Run 1, M3 wires:
The bar under the picture is 50 µm long.
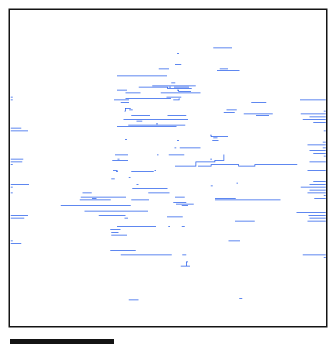
Run 1, placement view:
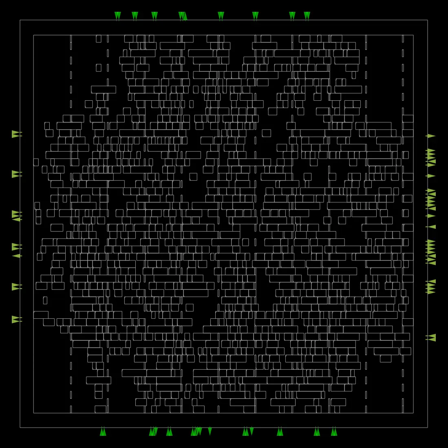
Run 1, wiring by layer:
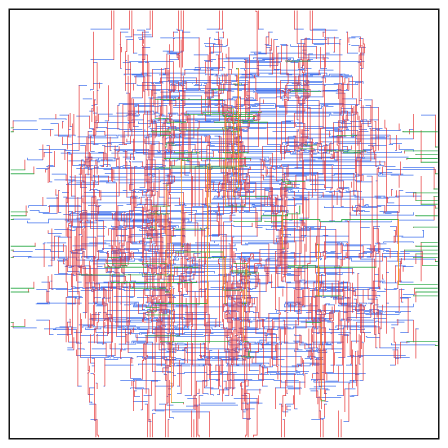
## config.mk

```make
export PLATFORM = sky130hd
export DESIGN_NAME = fp_mantissa_adder
export DESIGN_NICKNAME = d
export VERILOG_FILES = /design/src/rtl/fp_mantissa_adder_pkg.sv /design/src/rtl/mantissa_addsub_core.sv /design/src/rtl/fp_mantissa_adder.sv
export SDC_FILE = /design/constraint.sdc
export NUM_CORES = 1
export LEC_CHECK = 0
export CORE_MARGIN = 5
export CORE_UTILIZATION = 25
export DETAILED_ROUTE_END_ITERATION = 10
export PLACE_DENSITY = 0.43
export SLEW_MARGIN = 20
export SYNTH_ARGS = -nofsm -noshare
export SYNTH_HDL_FRONTEND = slang
export SYNTH_SLANG_ARGS = --single-unit
```

## constraint.sdc

```tcl
create_clock -name clk -period 0.92 [get_ports clk]
set_clock_uncertainty 0.2 [all_clocks]
set_input_delay 0.184 -clock clk [delete_from_list [all_inputs] [get_ports clk]]
set_output_delay 0.184 -clock clk [all_outputs]
set_load 0.01 [all_outputs]
```

## src/rtl/fp_mantissa_adder_pkg.sv

```systemverilog
// Shared FP datapath definitions: mantissa width (hidden bit included)
// and the mantissa / raw-sum types used around the mantissa adder.
package fp_mantissa_adder_pkg;

    localparam int MANT_W = 24;

    typedef logic [MANT_W-1:0] mantissa_t;
    typedef logic [MANT_W:0]   sum_t;

endpackage

```

## src/rtl/mantissa_addsub_core.sv

```systemverilog
// Combinational sign-magnitude add/subtract of two aligned mantissas.
// Produces a non-negative magnitude one bit wider than the operands plus its sign.
module mantissa_addsub_core
    import fp_mantissa_adder_pkg::*;
#(
    parameter int W = MANT_W
) (
    input  logic         sign_a,
    input  logic         sign_b,
    input  logic [W-1:0] mantissa_a,
    input  logic [W-1:0] mantissa_b,
    output logic [W:0]   sum,
    output logic         sign
);

    logic a_gt_b;
    logic a_eq_b;

    assign a_gt_b = (mantissa_a > mantissa_b);
    assign a_eq_b = (mantissa_a == mantissa_b);

    // NOTE: every output gets a default first so no path through the
    // branches can leave it unassigned and infer a latch.
    always_comb begin
        sum  = '0;
        sign = 1'b0;
        if (sign_a == sign_b) begin
            sum  = {1'b0, mantissa_a} + {1'b0, mantissa_b};
            sign = sign_a;
        end else if (a_gt_b) begin
            sum  = {1'b0, mantissa_a - mantissa_b};
            sign = sign_a;
        end else if (!a_eq_b) begin
            sum  = {1'b0, mantissa_b - mantissa_a};
            sign = sign_b;
        end
        // Exact cancellation leaves the defaults in place: +0.
    end

endmodule

```

## src/rtl/fp_mantissa_adder.sv

```systemverilog
// Registered sign-magnitude mantissa adder/subtractor with valid qualification.
// One cycle of latency, one operation accepted per cycle, no backpressure.
module fp_mantissa_adder
    import fp_mantissa_adder_pkg::*;
#(
    parameter int MANT_W = fp_mantissa_adder_pkg::MANT_W
) (
    input  logic              clk,
    input  logic              rst,
    input  logic              in_valid,
    input  logic              sign_a,
    input  logic              sign_b,
    input  logic [MANT_W-1:0] mantissa_a,
    input  logic [MANT_W-1:0] mantissa_b,
    output logic              out_valid,
    output logic [MANT_W:0]   sum_result,
    output logic              result_sign
);

    logic [MANT_W:0] sum_d;
    logic            sign_d;
    logic [MANT_W:0] sum_q;
    logic            sign_q;
    logic            valid_q;

    mantissa_addsub_core #(
        .W (MANT_W)
    ) u_core (
        .sign_a     (sign_a),
        .sign_b     (sign_b),
        .mantissa_a (mantissa_a),
        .mantissa_b (mantissa_b),
        .sum        (sum_d),
        .sign       (sign_d)
    );

    // NOTE: state registers use non-blocking assignments so every flop
    // samples the pre-edge values regardless of statement order.
    always_ff @(posedge clk or posedge rst) begin
        if (rst) begin
            valid_q <= 1'b0;
            sum_q   <= '0;
            sign_q  <= 1'b0;
        end else begin
            valid_q <= in_valid;
            // Data only loads on valid, so X operands during idle never reach the outputs.
            if (in_valid) begin
                sum_q  <= sum_d;
                sign_q <= sign_d;
            end
        end
    end

    assign out_valid   = valid_q;
    assign sum_result  = sum_q;
    assign result_sign = sign_q;

endmodule

```

==> run notes, run 1 <==
Implementation results. The flow ran to the end, but the final reports show violations. The final reports fail on negative setup slack. Setup repair after global routing could not meet its margin everywhere.

Number of distinct library cells after synthesis landed at about 70. For the worst setup path, the data arrival time is 2530 ps. In the global route stage, met1 resource usage came out at 0.2831.

For the pin with the worst max-slew slack, the measured transition is 563.0 ps. Total power landed at 10,330 µW. For this run, the detailed router reports a per-instance via density of 5.033. The worst setup path is captured at a flip-flop. Met1 layer wirelength in the final routing landed at 11,130 µm. Count of state elements after synthesis landed at 27.

Entering global routing, the biggest net connects 27 pins. Growth of design area from synthesis to finish landed at 100.7%. Dividing the detail-routed wire length by the instance count gives 17.47 µm.

Number of standard cells reported by yosys landed at 694. Per the area breakdown, the dominant cell category is logic gates. The power report puts the leakage power at 0.004624 µW.

The last timing report of the flow puts the setup violation total at between 50 and 60. Counting I/O delays and the setup requirement, the final critical path takes 2587 ps. Area occupied by registers landed at 675.6 µm². Final worst-path setup slack landed at -1667 ps. Summing every instance area after synthesis gives 5079 µm².

Number of hold-repair buffers added at the cts stage landed at 0. The most critical setup path has its startpoint at mantissa_a[20]. Multi-input logic area landed at 5361 µm². The number of sequential cells reported for the layout is 27. Worst endpoint required time landed at 860 ps. During I/O placement, the number of pins put on the boundary was 80.

Clock slew at the register clock pins of the worst setup and hold paths landed at 70 ps. Buffers placed on the I/O ports in this run total 79. Non-clock inverter instance count of the final layout landed at 75. From left edge to right edge, the die measures approximately 150 µm. Depth of the most critical reg-to-reg path landed at 2. Area of the core landed at 20,100 µm².

Checking max transition, the worst relative margin is 0.6207. In this run the remaining antenna-violating nets after routing total 0. Share of post-route cells with drive strength above 1 landed at 0.5755. Total of warnings raised by yosys landed at 0.
About 'M3 wires':
The layer holds 4.5% of the routed length. The wires run mostly horizontal. The layer carries 1,050 µm of wire. 107 nets have wire on it. The longest straight run is 33.6 µm.
final WL: 23,570 µm
GRT met3 Usage: 0.02102
Vias: 6,789

About 'placement view':
utilization of the core after routing: 0.5069
Cell Count, Final, Fillers Out: 1,349
share of cell area taken by flip-flops and latches: 0.06630

About 'wiring by layer':
Green is M3, wire length 1,050 µm. Orange is M4, wire length 447 µm. Blue is M1, wire length 11,100 µm. Red is M2, wire length 10,900 µm.

run 1: where the power goes:
part	internal, µW	switching, µW	total, µW
clock	594	480	1070
combinational	3970	3670	7640
sequential	1420	187	1610
total	5990	4340	10300
run 1: cell usage in the layout, fill, tap and decap left out, types with 6 or more instances in the layout:
cell type / count
sky130_fd_sc_hd__nor3_1: 10
sky130_fd_sc_hd__ha_2: 7
sky130_fd_sc_hd__a221o_1: 13
sky130_fd_sc_hd__nor2_1: 65
sky130_fd_sc_hd__nor2b_4: 6
sky130_fd_sc_hd__a21o_1: 15
sky130_fd_sc_hd__a211o_1: 6
sky130_fd_sc_hd__a21oi_4: 8
sky130_fd_sc_hd__buf_8: 8
sky130_fd_sc_hd__nand2_1: 27
sky130_fd_sc_hd__o221ai_1: 7
sky130_fd_sc_hd__o21ai_2: 7
sky130_fd_sc_hd__a21oi_2: 22
sky130_fd_sc_hd__clkdlybuf4s15_2: 6
sky130_fd_sc_hd__o211ai_1: 6
sky130_fd_sc_hd__o21ai_1: 13
sky130_fd_sc_hd__o21ai_0: 25
sky130_fd_sc_hd__xnor2_1: 17
sky130_fd_sc_hd__o221ai_2: 7
sky130_fd_sc_hd__inv_2: 18
sky130_fd_sc_hd__buf_4: 297
sky130_fd_sc_hd__ha_4: 37
sky130_fd_sc_hd__ha_1: 27
sky130_fd_sc_hd__o21ai_4: 7
sky130_fd_sc_hd__buf_6: 51
sky130_fd_sc_hd__inv_1: 49
sky130_fd_sc_hd__buf_2: 39
sky130_fd_sc_hd__o2bb2ai_1: 8
sky130_fd_sc_hd__a21oi_1: 44
sky130_fd_sc_hd__a211oi_1: 6
sky130_fd_sc_hd__dfrtp_1: 27
sky130_fd_sc_hd__o21a_1: 6
sky130_fd_sc_hd__o31ai_2: 6
sky130_fd_sc_hd__nand3_1: 10
sky130_fd_sc_hd__buf_12: 6
sky130_fd_sc_hd__nand4_1: 10
sky130_fd_sc_hd__nand2b_1: 8
run 1: worst max-delay path, cell delays in order:
cell                              delay (ps)
sky130_fd_sc_hd__clkdlybuf4s15_1         190
sky130_fd_sc_hd__inv_2                    50
sky130_fd_sc_hd__ha_4                    230
sky130_fd_sc_hd__and3_4                  200
sky130_fd_sc_hd__buf_4                   140
sky130_fd_sc_hd__a221oi_4                260
sky130_fd_sc_hd__o221a_4                 290
sky130_fd_sc_hd__a21bo_4                 220
sky130_fd_sc_hd__buf_4                   140
sky130_fd_sc_hd__o2bb2ai_2                40
sky130_fd_sc_hd__mux2_4                  260
sky130_fd_sc_hd__o211ai_1                210
sky130_fd_sc_hd__o21ai_1                 100
run 1: flip-flops by register name, summed over array words and instances (netlist names):
| register | count |
|---|---|
| out_valid | 1 |
| sum_result | 25 |
| result_sign | 1 |
run 1: kinds of logic after synthesis:
kind of cell	share of synthesized area
compound gates	0.3750
xor+xnor	0.03966
fa+ha+maj	0.1867
buf+inv	0.08869
flops	0.1330
mux	0.006159
simple gates	0.1707
run 1: timing repair:
| action | 4_1_cts | 5_1_grt |
|---|---|---|
| cloned | 1 | 0 |
| endpoints found under the setup margin | 54 | 53 |
| resized | 486 | 63 |
| pin swaps | 139 | 54 |
| setup buffers | 60 | 15 |
Run 1, layout detail:
Region (56, 26) to (96, 66) µm. Cells in gray, sequential cells in the stronger gray; small squares are vias.
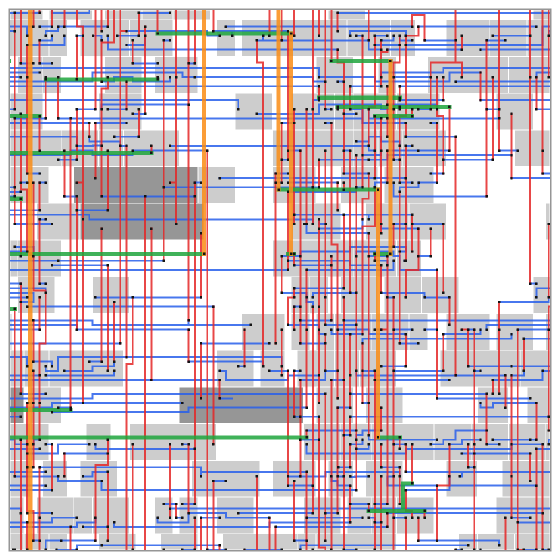

==> run 2, diff against run 1 <==
GPL_ROUTABILITY_DRIVEN = 0   (was default)
Run 2, layout detail:
Region (56, 26) to (96, 66) µm. Cells in gray, sequential cells in the stronger gray; small squares are vias.
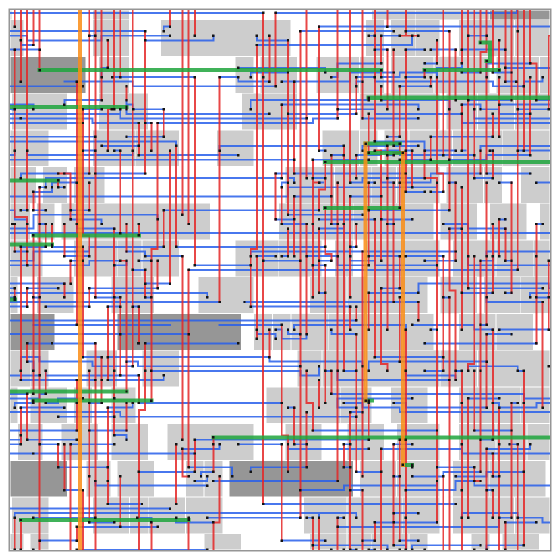
Green is M3. Orange is M4. Blue is M1. Red is M2.
120 logic cells have their middle in the window. Sequential cells in the window: 3. Most frequent: buf_4 (41), nand2_1 (8). Netlist names of flops here include `sum_result` (3).

==> run 2 against run 1 <==
Net effect: the flow still finishes with violations (negative setup slack); synthesized area did not move; fmax rose by 1.2%; power up 3.2%; design area rose by 2.3%; sequential power is essentially flat; critical endpoint is now sum_result[20]$_DFFE_PP0P_.
==> run notes, run 2 <==
Implementation results. Final worst-path setup slack landed at -1637 ps (was -1667 ps). The wire length per cell came to 17.62 µm (was 17.47 µm). Final-layout setup total negative slack landed at -46,180 ps (was -47,070 ps). The area of the core came to 20,100 µm² (unchanged).

The startpoint of the lowest-slack register-to-register path was sum_result[21]$_DFFE_PP0P_ (was sum_result[20]$_DFFE_PP0P_). The most common logic cell in the routed design was sky130_fd_sc_hd__buf_4 (unchanged). Total via count in the routed design landed at 6,950 (was 6,789). The wire length after detailed routing was 23,920 µm (was 23,570 µm). Growth of design area from synthesis to finish landed at 105.2% (was 100.7%). Multi-input logic area landed at 5460 µm² (was 5361 µm²).

Most frequently placed logic cells in the final layout: 288 x sky130_fd_sc_hd__buf_4, 62 x sky130_fd_sc_hd__nor2_1, 60 x sky130_fd_sc_hd__buf_6, 48 x sky130_fd_sc_hd__inv_1, 43 x sky130_fd_sc_hd__buf_2 (was 297 x sky130_fd_sc_hd__buf_4, 65 x sky130_fd_sc_hd__nor2_1, 51 x sky130_fd_sc_hd__buf_6, 49 x sky130_fd_sc_hd__inv_1, 44 x sky130_fd_sc_hd__a21oi_1). The fraction of power consumed by combinational cells is 0.742 (was 0.740). The critical path endpoint category is a flip-flop (unchanged). The data arrival at the endpoint of the critical path is 2520 ps (was 2530 ps). Violations in the final reports: negative setup slack (unchanged). Number of standard cells reported by yosys landed at 694 (unchanged). The total of warnings raised by yosys came to 0 (unchanged).

Switching fraction of total power landed at 0.4224 (was 0.4198). The power spent charging and discharging nets is 4503 µW (was 4335 µW). Worst endpoint required time landed at 890 ps (was 860 ps). The slew of the pin with the lowest slew margin is 477.5 ps (was 563.0 ps). Share of power burned in registers landed at 0.152 (was 0.156). The number of logged tool warnings came to 76 (unchanged).

The number of distinct library cells after synthesis is 72 (unchanged). Worst slew margin relative to its limit landed at 0.6788 (was 0.6207). The cell leakage power came to 0.004681 µW (was 0.004624 µW). The total power was 10,660 µW (was 10,330 µW).

Count of state elements after synthesis landed at 27 (unchanged). Outcome: finished with violations (unchanged). Setup repair after global routing missed its margin: true (unchanged).

The setup-violating endpoint count in the final report was 52 (unchanged). The share of post-route cells with drive strength above 1 was 0.5989 (was 0.5755). Internal power landed at 6156 µW (was 5991 µW). The die width was 152.5 µm (unchanged).

The clock slew at the register clock pins of the worst setup and hold paths was 90 ps (was 70 ps). Largest net degree at the start of global routing landed at 23 (was 27). The flip-flop count of the largest register after layout is 25 (unchanged).

The number of hold-repair buffers added at the cts stage is 0 (unchanged). The area occupied by registers was 675.6 µm² (unchanged). The final critical path time including I/O delays and setup is 2557 ps (was 2587 ps). The post-detailed-route via-to-cell ratio was 5.122 (was 5.033). Total of buffers placed on input and output ports landed at 79 (unchanged).
Run 2, clock wires, drivers and flops:
The bar under the picture is 50 µm long.
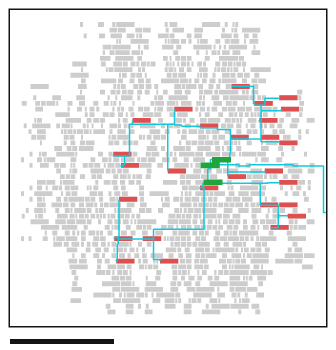
Green is clock-net drivers, count 3. Red is flip-flops, count 27. Cyan is clock wires, length 538 µm.
There are 4 routed clock nets.
total clock network power: 1130 µW
portion of total power attributed to the clock network: 0.106
latest clock arrival within the worst-skew pair: 270 ps

run 2: cells by family (layout without fill, tap and decap cells):
| family | Yosys count | count (layout) | share of synthesized area |
|---|---|---|---|
| AND/OR/NAND/NOR | 178 | 179 | 0.1707 |
| adder cells (fa/ha/maj) | 74 | 74 | 0.1867 |
| XOR/XNOR | 23 | 23 | 0.03966 |
| multiplexers | 3 | 3 | 0.006159 |
| buffers and inverters | 114 | 506 | 0.08869 |
| AND-OR/OR-AND | 275 | 275 | 0.3750 |
| flip-flops | 27 | 27 | 0.1330 |
run 2: metrics by stage:
step	utilization	setup slack, ps	cells	hold slack, ps
CTS	0.4880	-1671	1322	93.95
detailed placement	0.4172	-2553	1252	311.6
floorplan	-	-1559	694	-119.1
global route	0.5184	-1740	1357	132.3
finish	0.5184	-1637	1357	86.06
global placement	0.4172	-2520	1252	307.2
run 2: layout make-up:
type,count,share of cell area
clock buffers,3,0.007204
clock inverters,1,0.0007204
inverters,75,0.03110
multi-input cells,554,0.5240
flip-flops and latches,27,0.06483
well taps,270,0.03242
repair buffers,426,0.3389
repair inverters,1,0.0008404
run 2: worst max-delay path by stage:
| stage | from | end | slack (ps) | cells after the start |
|---|---|---|---|---|
| after global placement | mantissa_b[1] | sum_result[21]$_DFFE_PP0P_ | -2520 | 12 |
| after CTS | mantissa_b[0] | sum_result[20]$_DFFE_PP0P_ | -1670 | 15 |
| after floorplan | mantissa_b[8] | sum_result[20]$_DFFE_PP0P_ | -1560 | 11 |
| final | mantissa_b[0] | sum_result[20]$_DFFE_PP0P_ | -1640 | 15 |
| after detailed placement | mantissa_a[0] | sum_result[22]$_DFFE_PP0P_ | -2550 | 13 |
| after global routing | mantissa_a[0] | sum_result[22]$_DFFE_PP0P_ | -1740 | 14 |
run 2: worst max-delay path, stage by stage:
cell	delay [ps]
sky130_fd_sc_hd__buf_8	90
sky130_fd_sc_hd__inv_4	30
sky130_fd_sc_hd__ha_4	160
sky130_fd_sc_hd__fa_2	370
sky130_fd_sc_hd__nor2b_4	150
sky130_fd_sc_hd__o2111ai_4	130
sky130_fd_sc_hd__a21oi_2	180
sky130_fd_sc_hd__buf_4	150
sky130_fd_sc_hd__o21ai_4	70
sky130_fd_sc_hd__o21ai_4	190
sky130_fd_sc_hd__a21oi_2	80
sky130_fd_sc_hd__buf_4	140
sky130_fd_sc_hd__a221oi_2	280
sky130_fd_sc_hd__nor3b_2	70
sky130_fd_sc_hd__a211o_1	240
run 2: power by group through the flow:
stage,clock [µW],sequential [µW],combinational (µW)
after floorplan,0,1680,2950
after CTS,1140,1600,7130
after detailed placement,0,1640,6020
after global placement,0,1630,5990
final,1130,1620,7910
after global routing,1150,1630,8450
run 2: layer usage:
metal  wire [µm]  share of wire  global-route usage
met2       11440           0.48              0.3368
met5           0              0                   0
met1       10730           0.45              0.2638
met3        1369          0.057             0.02386
met4         373          0.016             0.03479
run 2: what timing repair did:
item                                   CTS  global route
endpoints found under the hold margin    0             0
pin swaps                              136            91
resized                                505            98
setup endpoints to repair               54            54
gates cloned                             3             0
buffers inserted                        64            36
Run 2, wiring by layer:
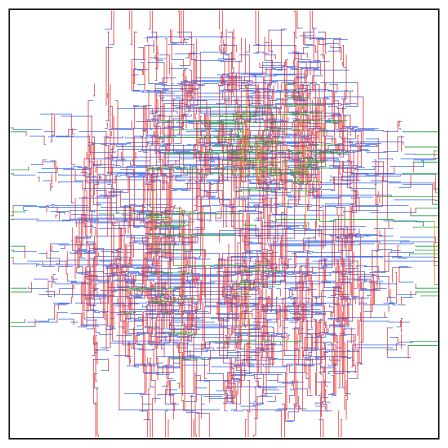

==> run 3, diff against run 2 <==
CORE_UTILIZATION = 30   (was 25)
PLACE_DENSITY = 0.49   (was 0.43)
SKIP_CTS_REPAIR_TIMING = 1   (was default)
Run 3, wiring by layer:
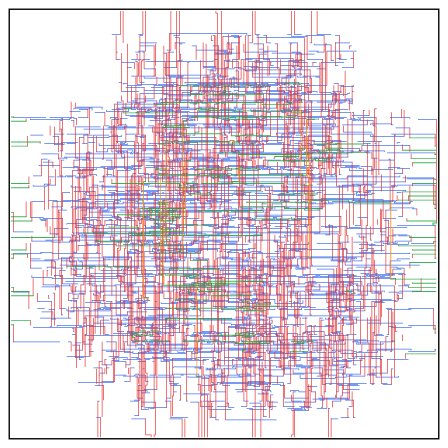
Red is M2, wire length 10,800 µm. Blue is M1, wire length 10,600 µm. Green is M3, wire length 1,540 µm. Orange is M4, wire length 331 µm.

==> run 3 against run 2 <==
Net effect: the run still ends with negative setup slack left; via count is 0.26% lower; synthesized cell count did not move; wire length down 2.7%; critical path type unchanged; critical endpoint is now sum_result[12]$_DFFE_PP0P_; largest cell class unchanged.
==> run notes, run 3 <==
Implementation results. Outcome: finished with violations (unchanged). Violations in the final reports: negative setup slack (unchanged). The worst slew margin relative to its limit was 0.7237 (was 0.6788). Area occupied by registers landed at 675.6 µm² (unchanged). Number of DRC violations after detailed routing landed at 0 (unchanged). The multi-input logic area was 5365 µm² (was 5460 µm²). The slew of the pin with the lowest slew margin came to 412.0 ps (was 477.5 ps). Top cell type's share of synthesized area landed at 0.1749 (unchanged). Most frequently placed logic cells in the final layout: 273 x sky130_fd_sc_hd__buf_4, 65 x sky130_fd_sc_hd__nor2_1, 50 x sky130_fd_sc_hd__inv_1, 40 x sky130_fd_sc_hd__buf_6, 40 x sky130_fd_sc_hd__clkbuf_2 (was 288 x sky130_fd_sc_hd__buf_4, 62 x sky130_fd_sc_hd__nor2_1, 60 x sky130_fd_sc_hd__buf_6, 48 x sky130_fd_sc_hd__inv_1, 43 x sky130_fd_sc_hd__buf_2). The worst hold slack is 22.24 ps (was 86.06 ps). Growth of design area from synthesis to finish landed at 96.58% (was 105.2%). Count of state elements after synthesis landed at 27 (unchanged). The number of clock buffers inserted by TritonCTS is 3 (unchanged). Number of standard cells reported by yosys landed at 694 (unchanged).

The critical path endpoint category was a flip-flop (unchanged). Post-synthesis instance area landed at 5079 µm² (unchanged). The final standard cell count with taps included and fillers excluded was 1,278 (was 1,357).

Largest net degree at the start of global routing landed at 20 (was 23). Setup repair after global routing missed its margin: true (unchanged). Cells along the critical path: buf_8 -> buf_6 -> inv_8 -> ha_4 -> fa_2 -> nor2b_2 -> o21ai_2 -> a21oi_4 -> o31ai_4 -> and2_4 -> buf_4 -> a221o_1 -> a21oi_2 -> o2bb2ai_2 (was buf_8 -> inv_4 -> ha_4 -> fa_2 -> nor2b_4 -> o2111ai_4 -> a21oi_2 -> buf_4 -> o21ai_4 -> o21ai_4 -> a21oi_2 -> buf_4 -> a221oi_2 -> nor3b_2 -> a211o_1). The most common logic cell in the routed design is sky130_fd_sc_hd__buf_4 (unchanged). The die width was 140.1 µm (was 152.5 µm).

The total of warnings raised by yosys is 0 (unchanged). The post-detailed-route via-to-cell ratio was 5.424 (was 5.122). Delay contributed by the slowest stage of the critical path landed at 420 ps (was 370 ps). Number of instances in the synthesized netlist landed at 694 (unchanged). The insertion delay at the late pin of the worst-skew pair was 280 ps (was 270 ps). The worst endpoint required time is 890 ps (about the same). Setup-violating endpoint count in the final report landed at 52 (unchanged). Number of distinct library cells after synthesis landed at 72 (unchanged). The wire length per cell was 18.21 µm (was 17.62 µm). Cell leakage power landed at 0.004702 µW (was 0.004681 µW). Final worst-path setup slack landed at -1652 ps (was -1637 ps). Clock slew at the register clock pins of the worst setup and hold paths landed at 80 ps (was 90 ps). The top-level I/O count came to 80 (unchanged). The wire length after detailed routing is 23,270 µm (was 23,920 µm). Flip-flop count of the largest register after layout landed at 25 (unchanged).

The total via count in the routed design is 6,932 (was 6,950). The worst-path cell with the longest stage delay is sky130_fd_sc_hd__fa_2 (unchanged). The HPWL after detailed placement is 17,520 µm (was 17,600 µm). Largest driver fanout on the critical path landed at 5 (was 3).

The final-layout setup total negative slack came to -46,680 ps (was -46,180 ps). The count of antenna-violating nets left after detailed routing was 0 (unchanged). The total of buffers placed on input and output ports is 79 (unchanged). The share of post-route cells with drive strength above 1 came to 0.5601 (was 0.5989). The final critical path time including I/O delays and setup came to 2572 ps (was 2557 ps). Number of logged tool warnings landed at 75 (was 76). Data arrival at the endpoint of the critical path landed at 2540 ps (was 2520 ps).
Run 3, placement view:
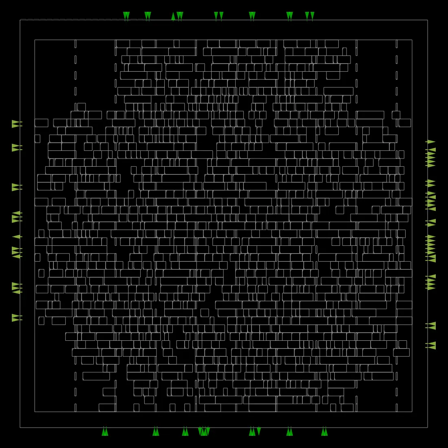
Fill cells: 1,465
placeable core region: 16,580 µm²
Cell Rows: 47
utilization of the core after routing: 0.6020
share of cell area taken by flip-flops and latches: 0.06768

run 3: path summary, 6_finish.rpt:
check                                           start                    endpoint  slack [ps]  depth (start not counted)
min                                     mantissa_b[0]   sum_result[0]$_DFFE_PP0P_          20                          3
max reg2reg                sum_result[20]$_DFFE_PP0P_  sum_result[20]$_DFFE_PP0P_        -400                          3
min in group asynchronous                         rst  sum_result[17]$_DFFE_PP0P_          90                          3
max                                     mantissa_a[0]  sum_result[12]$_DFFE_PP0P_       -1650                         14
min reg2reg                 sum_result[1]$_DFFE_PP0P_   sum_result[1]$_DFFE_PP0P_         320                          2
max in group asynchronous                         rst   sum_result[4]$_DFFE_PP0P_         290                          3
run 3: critical path, delay by kind of cell:
family | cells | cell delay, ps
buffers and inverters | 4 | 360
AND-OR/OR-AND | 6 | 1050
AND/OR/NAND/NOR | 2 | 360
adder cells (fa/ha/maj) | 2 | 580
run 3: final cells by class:
class | instances | area share
inverter | 75 | 0.03146
clock inverter | 1 | 0.0007520
timing repair buffer | 394 | 0.3274
sequential | 27 | 0.06768
multi-input combinational | 557 | 0.5374
tap | 220 | 0.02757
clock buffer | 3 | 0.007520
antenna | 1 | 0.0002507
run 3: logic make-up (layout without fill, tap and decap cells):
logic type               Yosys count  in the layout  share of synthesized area
flip-flops                        27             27                     0.1330
AND/OR/NAND/NOR                  178            181                     0.1707
multiplexers                       3              3                   0.006159
AND-OR/OR-AND                    275            276                     0.3750
XOR/XNOR                          23             23                    0.03966
other                              0              1                          0
buffers and inverters            114            473                    0.08869
adder cells (fa/ha/maj)           74             74                     0.1867
run 3: metal layers:
layer  part of all wire  track usage  up-vias
met1               0.46       0.3007     3336
met3              0.066      0.03749       29
met5                  0            0        -
met4              0.014      0.02805        0
met2               0.46       0.3289      296
li1                   -            -     3271
run 3: report_power, final:
| part | total, µW | switching, µW | internal, µW |
|---|---|---|---|
| clock | 1120 | 520 | 596 |
| combinational | 7430 | 3640 | 3790 |
| sequential | 1610 | 187 | 1420 |
run 3: through the flow:
| stage | util | setup WS, ps | area, µm² | total power [µW] |
|---|---|---|---|---|
| floorplan | - | -1559 | 5598 | 4631 |
| global placement | 0.5092 | -2537 | 8444 | 7646 |
| detailed placement | 0.5092 | -2604 | 8444 | 7705 |
| CTS | 0.5142 | -2316 | 8527 | 8852 |
| global route | 0.6019 | -1748 | 9981 | 10710 |
| finish | 0.6020 | -1652 | 9983 | 10150 |
No activity file was given, so power comes from the tool's default toggle rates.
